===== config.mk =====
export PLATFORM = sky130hd
export DESIGN_NAME = coin_collector
export DESIGN_NICKNAME = d
export VERILOG_FILES = /design/src/rtl/coin_pkg.sv /design/src/rtl/idle_timer.sv /design/src/rtl/coin_collector.sv
export SDC_FILE = /design/constraint.sdc
export NUM_CORES = 1
export LEC_CHECK = 0
export ABC_AREA = 1
export CAP_MARGIN = 20
export CORE_MARGIN = 2
export CORE_UTILIZATION = 30
export CTS_BUF_LIST = sky130_fd_sc_hd__clkbuf_16
export DETAILED_ROUTE_END_ITERATION = 10
export PLACE_DENSITY = 0.56
export SLEW_MARGIN = 20
export SYNTH_ARGS = -nofsm -noshare
export SYNTH_HDL_FRONTEND = slang
export SYNTH_SLANG_ARGS = --single-unit

===== constraint.sdc =====
create_clock -name clk -period 2.41 [get_ports clk]
set_input_delay 0.3615 -clock clk [delete_from_list [all_inputs] [get_ports clk]]
set_output_delay 0.3615 -clock clk [all_outputs]
set_load 0.05 [all_outputs]

===== src/rtl/coin_pkg.sv =====
// Shared types and helpers for the coin collector: FSM state encoding,
// coin codes, coin value decode and default sizing.
package coin_pkg;

  localparam int DEF_CREDIT_MAX = 7;
  localparam int DEF_MONEY_W    = 3;

  typedef enum logic [1:0] {
    ST_IDLE,
    ST_COLLECT,
    ST_ORDER,
    ST_REFUND
  } state_t;

  localparam logic [1:0] COIN_NONE = 2'd0;
  localparam logic [1:0] COIN_ONE  = 2'd1;
  localparam logic [1:0] COIN_TWO  = 2'd2;
  localparam logic [1:0] COIN_FIVE = 2'd3;

  function automatic logic [2:0] coin_value(input logic [1:0] code);
    case (code)
      COIN_ONE:  coin_value = 3'd1;
      COIN_TWO:  coin_value = 3'd2;
      COIN_FIVE: coin_value = 3'd5;
      default:   coin_value = 3'd0;
    endcase
  endfunction

endpackage


===== src/rtl/idle_timer.sv =====
// Inactivity counter: counts cycles while run is high, cleared by clear,
// and flags expired during the last cycle of a TIMEOUT_CYCLES-long run.
module idle_timer #(
  parameter int TIMEOUT_CYCLES = 1000
) (
  input  logic clk,
  input  logic rst,
  input  logic clear,
  input  logic run,
  output logic expired
);

  localparam int CNT_W = $clog2(TIMEOUT_CYCLES + 1);

  logic [CNT_W-1:0] cnt;

  always_ff @(posedge clk or posedge rst) begin
    if (rst)
      cnt <= '0;
    else if (clear)
      cnt <= '0;
    else if (run)
      cnt <= cnt + CNT_W'(1);
  end

  // Independent of clear so a coin in the expiring cycle cannot feed back into expiry.
  assign expired = run && (cnt == CNT_W'(TIMEOUT_CYCLES - 1));

endmodule


===== src/rtl/coin_collector.sv =====
// Coin credit front-end for the food seller: accumulates credit, latches the
// item choice, presents {choice, money} under valid/ready, refunds on cancel.
// Optional inactivity auto-refund is built when COIN_TIMEOUT_EN is defined.
module coin_collector
  import coin_pkg::*;
#(
  parameter int CREDIT_MAX     = DEF_CREDIT_MAX,
  parameter int MONEY_W        = DEF_MONEY_W,
  parameter int TIMEOUT_CYCLES = 1000
) (
  input  logic               clk,
  input  logic               rst,
  input  logic               coin_valid,
  input  logic [1:0]         coin_code,
  input  logic [2:0]         sel,
  input  logic               cancel,
  input  logic               order_ready,
  output logic [2:0]         choice,
  output logic [MONEY_W-1:0] money,
  output logic               order_valid,
  output logic               coin_reject,
  output logic               refund_pulse,
  output logic [MONEY_W-1:0] credit
);

  localparam int SUM_W = MONEY_W + 3;
  localparam logic [SUM_W-1:0] MAX_EXT = SUM_W'(CREDIT_MAX);

  state_t             state, next_state;
  logic [MONEY_W-1:0] credit_next;
  logic [2:0]         choice_r, choice_next;
  logic [SUM_W-1:0]   sum;
  logic               coin_ok, abort, expired, timer_clear;

`ifdef COIN_TIMEOUT_EN
  assign timer_clear = (state != ST_COLLECT) || coin_ok;

  idle_timer #(
    .TIMEOUT_CYCLES(TIMEOUT_CYCLES)
  ) u_idle_timer (
    .clk    (clk),
    .rst    (rst),
    .clear  (timer_clear),
    .run    (state == ST_COLLECT),
    .expired(expired)
  );
`else
  assign timer_clear = 1'b0;
  assign expired     = 1'b0;
`endif

  always_ff @(posedge clk or posedge rst) begin
    if (rst) begin
      state       <= ST_IDLE;
      credit      <= '0;
      choice_r    <= '0;
      coin_reject <= 1'b0;
    end else begin
      state       <= next_state;
      credit      <= credit_next;
      choice_r    <= choice_next;
      coin_reject <= coin_valid && !coin_ok;
    end
  end

  always_comb begin
    next_state  = state;
    credit_next = credit;
    choice_next = choice_r;
    sum         = SUM_W'(credit) + SUM_W'(coin_value(coin_code));
    abort       = (state == ST_COLLECT) && (cancel || expired);
    // Overflow is a rejection, never a wrap or silent clamp.
    coin_ok     = coin_valid && (coin_code != COIN_NONE) && (sum <= MAX_EXT) &&
                  ((state == ST_IDLE) || ((state == ST_COLLECT) && !abort));
    case (state)
      ST_IDLE: begin
        if (coin_ok) begin
          credit_next = sum[MONEY_W-1:0];
          next_state  = ST_COLLECT;
        end
      end
      ST_COLLECT: begin
        if (abort) begin
          next_state = ST_REFUND;
        end else begin
          if (coin_ok)
            credit_next = sum[MONEY_W-1:0];
          if (sel != 3'd0) begin
            choice_next = sel;
            next_state  = ST_ORDER;
          end
        end
      end
      ST_ORDER: begin
        if (order_ready) begin
          credit_next = '0;
          choice_next = '0;
          next_state  = ST_IDLE;
        end
      end
      ST_REFUND: begin
        credit_next = credit - MONEY_W'(1);
        if (credit <= MONEY_W'(1))
          next_state = ST_IDLE;
      end
      default: next_state = ST_IDLE;
    endcase
  end

  assign order_valid  = (state == ST_ORDER);
  assign refund_pulse = (state == ST_REFUND);
  assign money        = order_valid ? credit : '0;
  assign choice       = order_valid ? choice_r : 3'd0;

endmodule


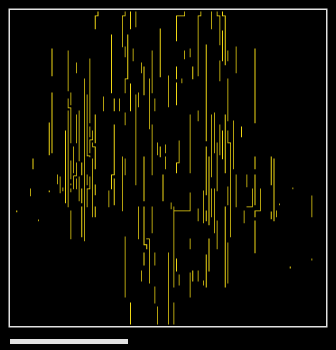
Run 1: metal 2
Bar = 20 µm.
- wire length on this layer: 796 µm
- longest straight run: 27.5 µm
- main direction: vertical
- nets with wire on the layer: 115
Vias: 739
DRT Wirelength: 1.65 mm
met2 GRT Util: 23.0%

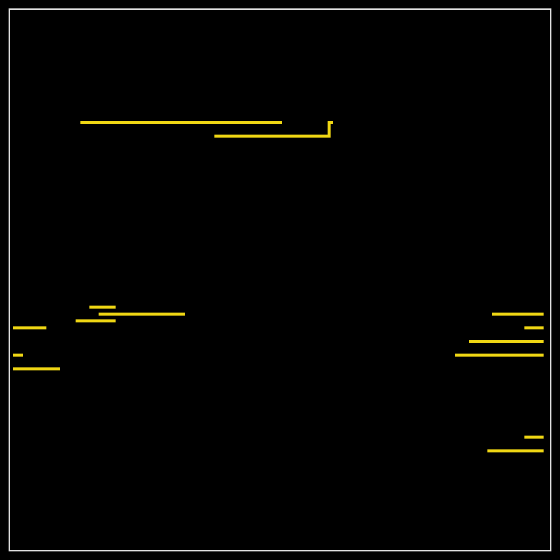
Run 1: signal wires on met3
- longest straight run: 19.8 µm
- share of all routed wire: 5.1%
- nets with wire on the layer: 14
- main direction: horizontal
M3 GR Usage: 4.17%

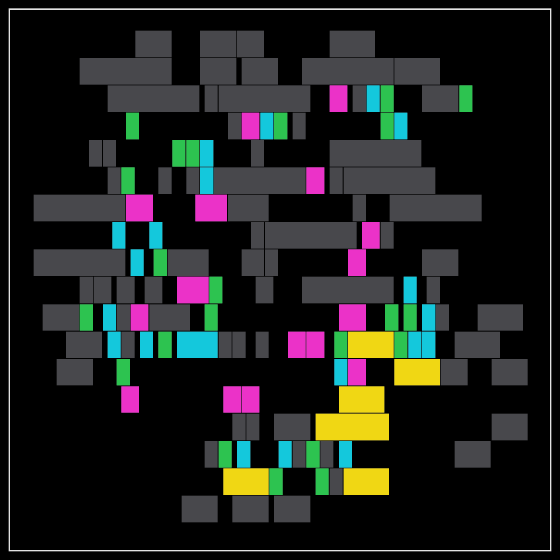
Run 1: gate-type map
- cyan: nor cells (cells 20)
- green: inv cells (cells 22)
- magenta: aoi and oai cells (cells 16)
- yellow: fa/ha/maj cells (cells 6)

==> reports/qor.csv, run 1 <==
metric;value;unit
synth warn;0;
Yosys reg bits;9;
non-filler cells, final;165;
Setup CP Type;reg2out;
Simple Share, Synth;34.8;%
ao+oa area frac;12.5;%
comb_multi_in;79;
flop2flop setup slack;0.90;ns
wire length on met1;766;µm
Int Pwr;742;µW
top sig layer;met3;
CP Capture Type;output port;
Synth top area share;30.4;%
TNS Setup;0;ns
final core utilization;44.5;%
Synth Area per Inst;6.73;µm²
comb area leader;simple AND/OR/NAND/NOR gates;
CORE AREA;2410;µm²
R2R Path Start;credit[0];
Clock Path Buffers;2;
Sw Ratio;50.0;%
antenna viol nets, final;0;
clk_buf instances;3;
maxcap violations;0;
Seq power;308;µW
startpoint type of the worst setup path;flip-flop;
most frequent cells in the layout;nand2_1 (28), inv_1 (19), nor2_1 (19);
Levels on crit path;3;
H-tree depth;1;
reg-to-reg endpoint;credit[2];
DRT Pass-1 Iters;4;
Post-synth top flop;dfrtp_1;
Root Driver;clkbuf_16;
Vert. Die Dim;53.7;µm
PD cells;1380;nW/µm²
Synth top cells by count;nand2_1 (28), nor2_1 (19), inv_1 (18);
Worst Path Arrival;1.81;ns
Comb power;891;µW
Hold Fails Final Rpt;0;
Total Routing Usage GR;14.1;%
chip area in the Yosys report;741;µm²
n_diodes;0;
Signal buffers;21;
TAP cells;30;
CTS tree;yes;
final number of max-transition violations;0;
DR WL met3;83;µm
P_leak;0.000631;µW
routed len/inst;9.98;µm
Clk pwr share;19.2;%
DRC;0;
Detail Placement HPWL;1.38;mm
Cell variety after synth;18;
Placed Area;983;µm²
vias per cell;4.48;
met2 wire length;795;µm
Hold Crit Class;in2async;
Top power group;combinational logic;
adder share;11.1;%
Top Family by Delay on Critical Path;buffers and inverters;
Setup Buffers After CTS;0;
Inst Count DP;161;
RSZ-0062 raised after global routing;no;
Post-Synthesis Cell Area;741;µm²
Clock Latency Late Sink;0.23;ns
1st-iter DRT viols;11;
outcome;completed;
Post-synth EDFFs;0;
Area growth, synth to finish;44.8;%
PortBufs;21;
clock skew;0.000918;ns
GRT overflow;0;
crit-path cells;nand2_1 > inv_2 > clkdlybuf4s50_1;
largest net degree at the start of global routing;11;
seq_cells;9;
ys async rst share;100;%
Crit. Startpoint;state[0];
Initial Utilization;30.7;%
cells on worst reg2reg path;7;
first-pass GRT wire length;2.97;mm
ClkCell Share;7.35;%
GRT busiest layer;met2;
most common cell after layout, fill and taps aside;nand2_1;
sequential fraction of total cell area;21.0;%
Logic area;433;µm²
Synth Area in XOR/XNOR;0;%
Synth area leader;dfrtp_1;
fin nets;152;
Seq pwr share;20.8;%
total tool warning count;27;
==> run 2: changes to the inputs <==
PLACE_DENSITY = 0.63   (was 0.56)
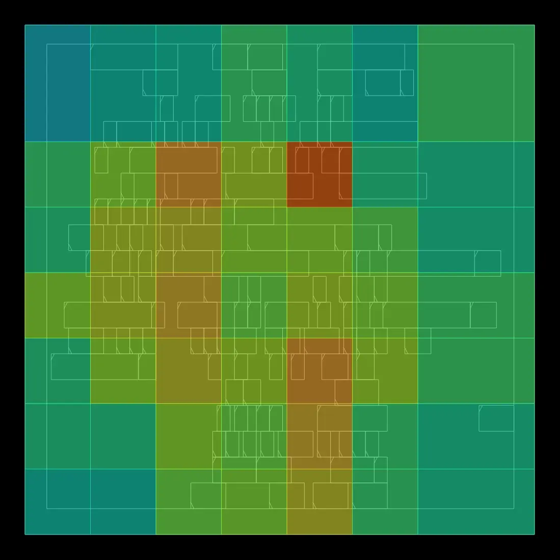
Run 2: routing congestion
M3 GR Usage: 4.44%
Total Routing Usage GR: 13.1%
met2 GRT Util: 24.0%

==> run 2 against run 1 <==
Net effect:
- critical path depth is 1 higher
- hold slack better by 0.0023 ns
- clock skew is 0.0028 ns higher
- setup slack worse by 0.12 ns
- first-iteration DRC count is 9.1% higher
- die area stayed put
- sequential share of layout area is 0.25 points higher
- wire length is 1.6% higher
- clock power is 2% higher
- largest power group unchanged
==> reports/qor.csv, run 2 <==
metric;value;unit;change
Vias;732;;-0.95%
outcome;completed;;
Yosys reg bits;9;;unchanged
ys async rst share;100;%;unchanged
antenna viol nets, final;0;;unchanged
comb area leader;simple AND/OR/NAND/NOR gates;;
H-tree depth;1;;unchanged
P_leak;0.000563;µW;-11%
final number of max-transition violations;0;;unchanged
chip area in the Yosys report;741;µm²;unchanged
Initial Utilization;30.7;%;unchanged
Crit. Startpoint;state[0];;
PortBufs;21;;unchanged
Clock Latency Late Sink;0.23;ns;about the same
vias per cell;4.44;;-0.95%
Seq pwr share;20.7;%;about the same
CP Capture Type;output port;;
total tool warning count;27;;unchanged
clk_buf instances;3;;unchanged
Clk pwr share;19.6;%;+0.4 points
startpoint type of the worst setup path;flip-flop;;
Setup CP Type;reg2out;;
maxcap violations;0;;unchanged
final core utilization;44.0;%;-0.52 points
cells on worst reg2reg path;7;;unchanged
Post-Synthesis Cell Area;741;µm²;unchanged
Top Family by Delay on Critical Path;buffers and inverters;;
Inst Count DP;161;;unchanged
Top power group;combinational logic;;
DRT Wirelength;1.67;mm;+1.6%
Detail Placement HPWL;1.40;mm;+1.6%
met2 wire length;795;µm;unchanged
Levels on crit path;4;;+1
clock skew;0.00369;ns;+0.00277 ns
Synth Area per Inst;6.73;µm²;unchanged
Signal buffers;21;;unchanged
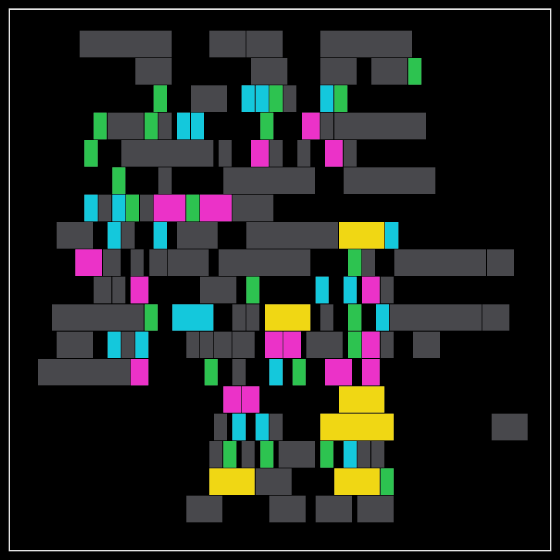
Run 2: gate-type map
- yellow: fa/ha/maj cells (cells 6)
- cyan: nor cells (cells 20)
- magenta: aoi and oai cells (cells 16)
- green: inv cells (cells 22)

Power is estimated from default activity; no workload was simulated.
